==> src/rtl/mem_pkg.sv <==
// mem_pkg: shared types and byte-enable helper for the MEM stage
// Holds the memory-op, access-size and FSM-state enums plus be_gen(),
// which turns an access size and a lane offset into an 8-bit byte mask.
package mem_pkg;

    typedef enum logic [1:0] {NONE = 2'b00, LOAD = 2'b01, STORE = 2'b10} mem_op_e;
    typedef enum logic [1:0] {B = 2'b00, H = 2'b01, W = 2'b10, D = 2'b11} mem_size_e;
    typedef enum logic [1:0] {IDLE = 2'b00, REQ = 2'b01, RESP = 2'b10, DRAIN = 2'b11} mem_state_e;

    function automatic logic [7:0] be_gen(input mem_size_e size, input logic [2:0] offset);
        logic [7:0] m;
        m = (size == B) ? 8'h01 : (size == H) ? 8'h03 : (size == W) ? 8'h0F : 8'hFF;
        return m << offset;
    endfunction

endpackage

==> src/rtl/mem_stage_pl_lane.sv <==
// mem_lane_align: store lane replication, byte enables and load extraction/extension
// Ports: i_size/i_off/i_uns describe the access, i_wdata is raw store data,
// i_rdata the aligned read bus; o_be, o_wdata drive the memory, o_rdata goes to WB.
module mem_lane_align
    import mem_pkg::*;
#(
    parameter  int XLEN = 32,
    localparam int NB   = XLEN / 8,
    localparam int OW   = $clog2(NB)
) (
    input  mem_size_e       i_size,
    input  logic [OW-1:0]   i_off,
    input  logic            i_uns,
    input  logic [XLEN-1:0] i_wdata,
    input  logic [XLEN-1:0] i_rdata,
    output logic [NB-1:0]   o_be,
    output logic [XLEN-1:0] o_wdata,
    output logic [XLEN-1:0] o_rdata
);

    logic [XLEN-1:0] w_sh;
    logic [XLEN-1:0] w_ext8;
    logic [XLEN-1:0] w_ext16;
    logic [XLEN-1:0] w_ext32;

    assign o_be = NB'(be_gen(i_size, 3'(i_off)));

    assign o_wdata = (i_size == B) ? {NB{i_wdata[7:0]}} :
                     (i_size == H) ? {(NB/2){i_wdata[15:0]}} :
                     (i_size == W) ? {(NB/4){i_wdata[31:0]}} : i_wdata;

    // Bring the addressed lane down to bit 0 before extending it.
    assign w_sh    = i_rdata >> {i_off, 3'b000};
    assign w_ext8  = i_uns ? XLEN'(w_sh[7:0])  : XLEN'($signed(w_sh[7:0]));
    assign w_ext16 = i_uns ? XLEN'(w_sh[15:0]) : XLEN'($signed(w_sh[15:0]));
    assign w_ext32 = i_uns ? XLEN'(w_sh[31:0]) : XLEN'($signed(w_sh[31:0]));

    assign o_rdata = (i_size == B) ? w_ext8 :
                     (i_size == H) ? w_ext16 :
                     (i_size == W) ? w_ext32 : w_sh;

endmodule

==> src/rtl/mem_stage_pl.sv <==
// mem_stage_pl: EX->WB memory-access stage with req/gnt/rvalid handshake
// Inputs *_mem carry the instruction in MEM; d_* is the data-memory port;
// stall_mem holds upstream; *_wb is the MEM/WB register with valid_wb.
module mem_stage_pl
    import mem_pkg::*;
#(
    parameter int XLEN   = 32,
    parameter int TRD_W  = 3,
    parameter int REG_W  = 5,
    parameter int SIDE_W = 64,
    parameter int TCTL_W = 3
) (
    input  logic                clk,
    input  logic                rst_n,
    input  logic                valid_mem,
    input  logic [31:0]         ins_mem,
    input  logic [XLEN-1:0]     pc_mem,
    input  logic [XLEN-1:0]     addr_mem,
    input  logic [XLEN-1:0]     exe_data_mem,
    input  logic [TRD_W-1:0]    trd_mem,
    input  logic [REG_W-1:0]    reg_wr_mem,
    input  logic                wr_en_mem,
    input  logic                wb_sel_mem,
    input  logic [1:0]          mem_op_mem,
    input  logic [1:0]          mem_size_mem,
    input  logic                mem_uns_mem,
    input  logic [TCTL_W-1:0]   trd_ctrl_mem,
    input  logic [TCTL_W-1:0]   obj_trd_mem,
    input  logic [SIDE_W-1:0]   side_mem,
    input  logic                flush_mem,
    output logic                d_req,
    output logic                d_we,
    output logic [XLEN-1:0]     d_addr,
    output logic [XLEN/8-1:0]   d_be,
    output logic [XLEN-1:0]     d_wdata,
    input  logic                d_gnt,
    input  logic                d_rvalid,
    input  logic [XLEN-1:0]     d_rdata,
    output logic                stall_mem,
    output logic                valid_wb,
    output logic [31:0]         ins_wb,
    output logic [XLEN-1:0]     pc_wb,
    output logic [XLEN-1:0]     data_wb,
    output logic [TRD_W-1:0]    trd_wb,
    output logic [REG_W-1:0]    reg_wr_wb,
    output logic                wr_en_wb,
    output logic                wb_sel_wb,
    output logic [TCTL_W-1:0]   trd_ctrl_wb,
    output logic [TCTL_W-1:0]   obj_trd_wb,
    output logic [SIDE_W-1:0]   side_wb,
    output logic                misalign_wb
);

    localparam int NB = XLEN / 8;
    localparam int OW = $clog2(NB);

    mem_state_e      r_state;
    mem_state_e      w_next;
    logic [XLEN-1:0] r_addr;
    logic [XLEN-1:0] r_wdata;
    logic            r_we;
    mem_size_e       r_size;

    mem_op_e         w_op;
    mem_size_e       w_size;
    logic            w_go;
    logic            w_is_mem;
    logic            w_aligned;
    logic            w_active;
    logic            w_misalign;
    logic            w_retire;
    logic            w_capture;
    logic            w_use_r;
    logic [XLEN-1:0] w_lane_addr;
    logic [XLEN-1:0] w_lane_wdata;
    mem_size_e       w_lane_size;
    logic [NB-1:0]   w_be;
    logic [XLEN-1:0] w_wdata;
    logic [XLEN-1:0] w_ldata;

    assign w_op   = mem_op_e'(mem_op_mem);
    assign w_size = mem_size_e'(mem_size_mem);

    // rst_n folded in so nothing is requested or stalled while reset is held.
    assign w_go       = valid_mem & ~flush_mem & rst_n;
    assign w_is_mem   = w_go & ((w_op == LOAD) | (w_op == STORE));
    assign w_aligned  = (w_size == B) |
                        ((w_size == H) & ~addr_mem[0]) |
                        ((w_size == W) & (addr_mem[1:0] == 2'b00)) |
                        ((w_size == D) & (XLEN == 64) & (addr_mem[2:0] == 3'b000));
    assign w_active   = w_is_mem & w_aligned;
    assign w_misalign = w_is_mem & ~w_aligned;
    assign w_capture  = (r_state == IDLE) & w_active;

    // Once the access is in flight the registered copy drives the port.
    assign w_use_r      = (r_state != IDLE);
    assign w_lane_addr  = w_use_r ? r_addr : addr_mem;
    assign w_lane_wdata = w_use_r ? r_wdata : exe_data_mem;
    assign w_lane_size  = w_use_r ? r_size : w_size;

    mem_lane_align #(.XLEN(XLEN)) u_lane (
        .i_size  (w_lane_size),
        .i_off   (w_lane_addr[OW-1:0]),
        .i_uns   (mem_uns_mem),
        .i_wdata (w_lane_wdata),
        .i_rdata (d_rdata),
        .o_be    (w_be),
        .o_wdata (w_wdata),
        .o_rdata (w_ldata)
    );

    always_ff @(posedge clk or negedge rst_n) begin
        if (!rst_n) begin
            r_state <= IDLE;
        end else begin
            r_state <= w_next;
        end
    end

    // A flush that lands together with d_gnt still counts as granted:
    // the store is already committed, the load response must be drained.
    always_comb begin
        w_next   = r_state;
        d_req    = 1'b0;
        w_retire = 1'b0;
        case (r_state)
            IDLE: begin
                d_req    = w_active;
                w_retire = w_go & (~w_active | (d_gnt & (w_op == STORE)));
                w_next   = ~w_active ? IDLE : ~d_gnt ? REQ : (w_op == LOAD) ? RESP : IDLE;
            end
            REQ: begin
                d_req    = ~flush_mem;
                w_retire = w_go & d_gnt & r_we;
                w_next   = d_gnt ? (r_we ? IDLE : flush_mem ? DRAIN : RESP) : flush_mem ? IDLE : REQ;
            end
            RESP: begin
                w_retire = w_go & d_rvalid;
                w_next   = d_rvalid ? IDLE : flush_mem ? DRAIN : RESP;
            end
            default: begin
                w_next = d_rvalid ? IDLE : DRAIN;
            end
        endcase
    end

    assign stall_mem = (r_state == DRAIN) | (w_go & ~w_retire);
    assign d_we      = d_req & (w_use_r ? r_we : (w_op == STORE));
    assign d_addr    = d_req ? {w_lane_addr[XLEN-1:OW], {OW{1'b0}}} : '0;
    assign d_be      = d_req ? w_be : '0;
    assign d_wdata   = d_req ? w_wdata : '0;

    always_ff @(posedge clk or negedge rst_n) begin
        if (!rst_n) begin
            r_addr  <= '0;
            r_wdata <= '0;
            r_we    <= 1'b0;
            r_size  <= B;
        end else if (w_capture) begin
            r_addr  <= addr_mem;
            r_wdata <= exe_data_mem;
            r_we    <= (w_op == STORE);
            r_size  <= w_size;
        end
    end

    always_ff @(posedge clk or negedge rst_n) begin
        if (!rst_n) begin
            valid_wb    <= 1'b0;
            ins_wb      <= '0;
            pc_wb       <= '0;
            data_wb     <= '0;
            trd_wb      <= '0;
            reg_wr_wb   <= '0;
            wr_en_wb    <= 1'b0;
            wb_sel_wb   <= 1'b0;
            trd_ctrl_wb <= '0;
            obj_trd_wb  <= '0;
            side_wb     <= '0;
            misalign_wb <= 1'b0;
        end else begin
            valid_wb    <= w_retire;
            ins_wb      <= w_retire ? ins_mem : '0;
            pc_wb       <= w_retire ? pc_mem : '0;
            data_wb     <= ~w_retire ? '0 : ((w_op == LOAD) & w_aligned) ? w_ldata : exe_data_mem;
            trd_wb      <= w_retire ? trd_mem : '0;
            reg_wr_wb   <= w_retire ? reg_wr_mem : '0;
            wr_en_wb    <= w_retire & wr_en_mem & ~w_misalign;
            wb_sel_wb   <= w_retire & wb_sel_mem;
            trd_ctrl_wb <= w_retire ? trd_ctrl_mem : '0;
            obj_trd_wb  <= w_retire ? obj_trd_mem : '0;
            side_wb     <= w_retire ? side_mem : '0;
            misalign_wb <= w_retire & w_misalign;
        end
    end

endmodule

==> config.mk <==
export PLATFORM = sky130hd
export DESIGN_NAME = mem_stage_pl
export DESIGN_NICKNAME = d
export VERILOG_FILES = /design/src/rtl/mem_pkg.sv /design/src/rtl/mem_stage_pl_lane.sv /design/src/rtl/mem_stage_pl.sv
export SDC_FILE = /design/constraint.sdc
export NUM_CORES = 1
export LEC_CHECK = 0
export CORE_AREA = 2 2 196 198
export CTS_BUF_LIST = sky130_fd_sc_hd__clkbuf_2
export DETAILED_ROUTE_END_ITERATION = 10
export DIE_AREA = 0 0 198 200
export PLACE_DENSITY = 0.65
export SYNTH_ARGS = -nofsm -noshare
export SYNTH_HDL_FRONTEND = slang
export SYNTH_SLANG_ARGS = --single-unit
==> constraint.sdc <==
create_clock -name clk -period 6.27 [get_ports clk]
set_input_delay 0.627 -clock clk [delete_from_list [all_inputs] [get_ports clk]]
set_output_delay 0.627 -clock clk [all_outputs]
set_load 0.05 [all_outputs]
final_placement.png
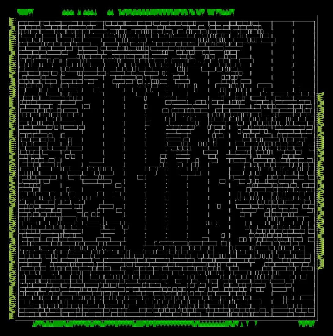
core area: 37400 um^2
Site Rows: 71
Final Util: 0.449
sequential cell area share: 0.368

metal_stack.png
Drawn at 2 px/um. Only two layers are drawn.
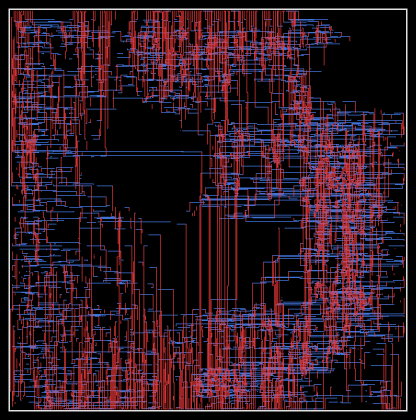
| layer | color | wire length |
|---|---|---|
| met2 | red | 20.9 mm |
| met1 | blue | 15100 um |
Routed wire per std cell: 20.5 um
Routed WL: 41300 um

==> results.json <==
{
  "outcome": "finished, final reports clean",
  "switchingPower_w": 0.00133,
  "edf_count": 0,
  "crit_chain": "dlygate4sd3_1 -> buf_8 -> nand3b_1 -> nor2_1 -> a31oi_1 -> or2_2 -> buf_4 -> a2111oi_0 -> clkdlybuf4s50_1",
  "die_area_um2": 39600,
  "synthArstFlopShare": 1.00,
  "synth.avg_cell_area_um2": 11.4,
  "reg2reg_depth": 7,
  "power.leakage_nw": 7.32,
  "path_buffers": 4,
  "ys_seq_frac": 0.579,
  "period_needed_ns": 5.25,
  "clock_skew_ns": 0.0785,
  "min-delay-path-class": "primary input to asynchronous set/reset pin",
  "worst_slew_pin_slew_ns": 1.25,
  "topCellsByArea": "dfrtp_1 (58%), and2_1 (9.6%), mux2_2 (7.8%), nand2_1 (3.3%), a21oi_1 (2.9%)",
  "grt_overflow": 0,
  "rr_startpoint": "r_state[1]",
  "syn_inst": 939,
  "dp.cells": 1888,
  "finalSetupViolCount": 0,
  "simple_gate_share": 0.168
}
==> registers in the layout, indices dropped and copies added (netlist names), 5 cells and up <==
| signal | count |
|---|---|
| data_wb | 32 |
| ins_wb | 32 |
| pc_wb | 32 |
| r_addr | 32 |
| r_wdata | 32 |
| reg_wr_wb | 5 |
| side_wb | 64 |
==> placed cells by master, fill, tap and decap left out, types with 8 or more instances in the layout <==
| master | instances |
|---|---|
| a2111oi_0 | 8 |
| a211oi_1 | 39 |
| a21oi_1 | 61 |
| a221oi_1 | 10 |
| and2_1 | 163 |
| buf_4 | 14 |
| clkbuf_2 | 103 |
| clkdlybuf4s50_1 | 495 |
| clkinv_1 | 10 |
| dfrtp_1 | 247 |
| mux2_2 | 74 |
| mux2i_1 | 17 |
| nand2_1 | 95 |
| nand3_1 | 30 |
| nor2_1 | 16 |
| o31ai_1 | 17 |
==> stage by stage <==
stage	cell area, um^2	hold WS (ns)	power (W)
2_1_floorplan	10700	0.331	0.00237
3_3_place_gp	16100	0.479	0.00279
3_5_place_dp	16100	0.485	0.00281
4_1_cts	16800	0.0590	0.00409
5_1_grt	16800	0.116	0.00426
6_report	16800	0.216	0.00402
==> Yosys cell counts, types with 3 or more instances <==
| cell type | count |
|---|---|
| inv_1 | 8 |
| a21o_1 | 7 |
| nand2_1 | 95 |
| o31ai_1 | 18 |
| o41ai_1 | 6 |
| a2111oi_0 | 8 |
| nand3_1 | 31 |
| mux2_2 | 74 |
| buf_4 | 3 |
| buf_1 | 9 |
| nor2_1 | 17 |
| nand3b_1 | 6 |
| o221ai_1 | 3 |
| a221oi_1 | 10 |
| a211oi_1 | 39 |
| buf_2 | 11 |
| o21ai_0 | 6 |
| a311o_1 | 7 |
| mux2i_1 | 19 |
| a21oi_1 | 61 |
| clkbuf_1 | 48 |
| and2_1 | 163 |
| dfrtp_1 | 247 |
| and3_1 | 7 |
==> power by group through the flow <==
| stage | sequential [W] | clock [W] | combinational [W] |
|---|---|---|---|
| 2_1_floorplan | 0.00195 | 0 | 0.000417 |
| 3_3_place_gp | 0.00185 | 0 | 0.000941 |
| 3_5_place_dp | 0.00186 | 0 | 0.000951 |
| 4_1_cts | 0.00183 | 0.00131 | 0.000954 |
| 5_1_grt | 0.00185 | 0.00139 | 0.00101 |
| 6_report | 0.00183 | 0.00124 | 0.000947 |
==> metal layers <==
| metal | wire length [um] | up-vias | share of wire | track usage |
|---|---|---|---|---|
| met5 | 13 | - | 0.00031 | 0 |
| li1 | - | 4325 | - | - |
| met4 | 1210 | 2 | 0.029 | 0.0919 |
| met2 | 20900 | 500 | 0.51 | 0.357 |
| met3 | 4090 | 75 | 0.099 | 0.0739 |
| met1 | 15100 | 4595 | 0.37 | 0.231 |
==> cells by family after synthesis <==
logic type / count (synthesis)
buf+inv: 81
simple gates: 334
compound gates: 180
flops: 247
mux: 94
other cells: 1
fa+ha+maj: 2
==> layout make-up <==
type	count	area, um^2
inverters	8	32.5
repair buffers	511	5080
flip-flops and latches	247	6180
diodes	4	10.0
well taps	511	639
fillers	3553	20600
multi-input cells	612	4190
clock buffers	103	515
clock inverters	17	131
Power figures rest on the tool's default switching activity, not on a simulated workload.
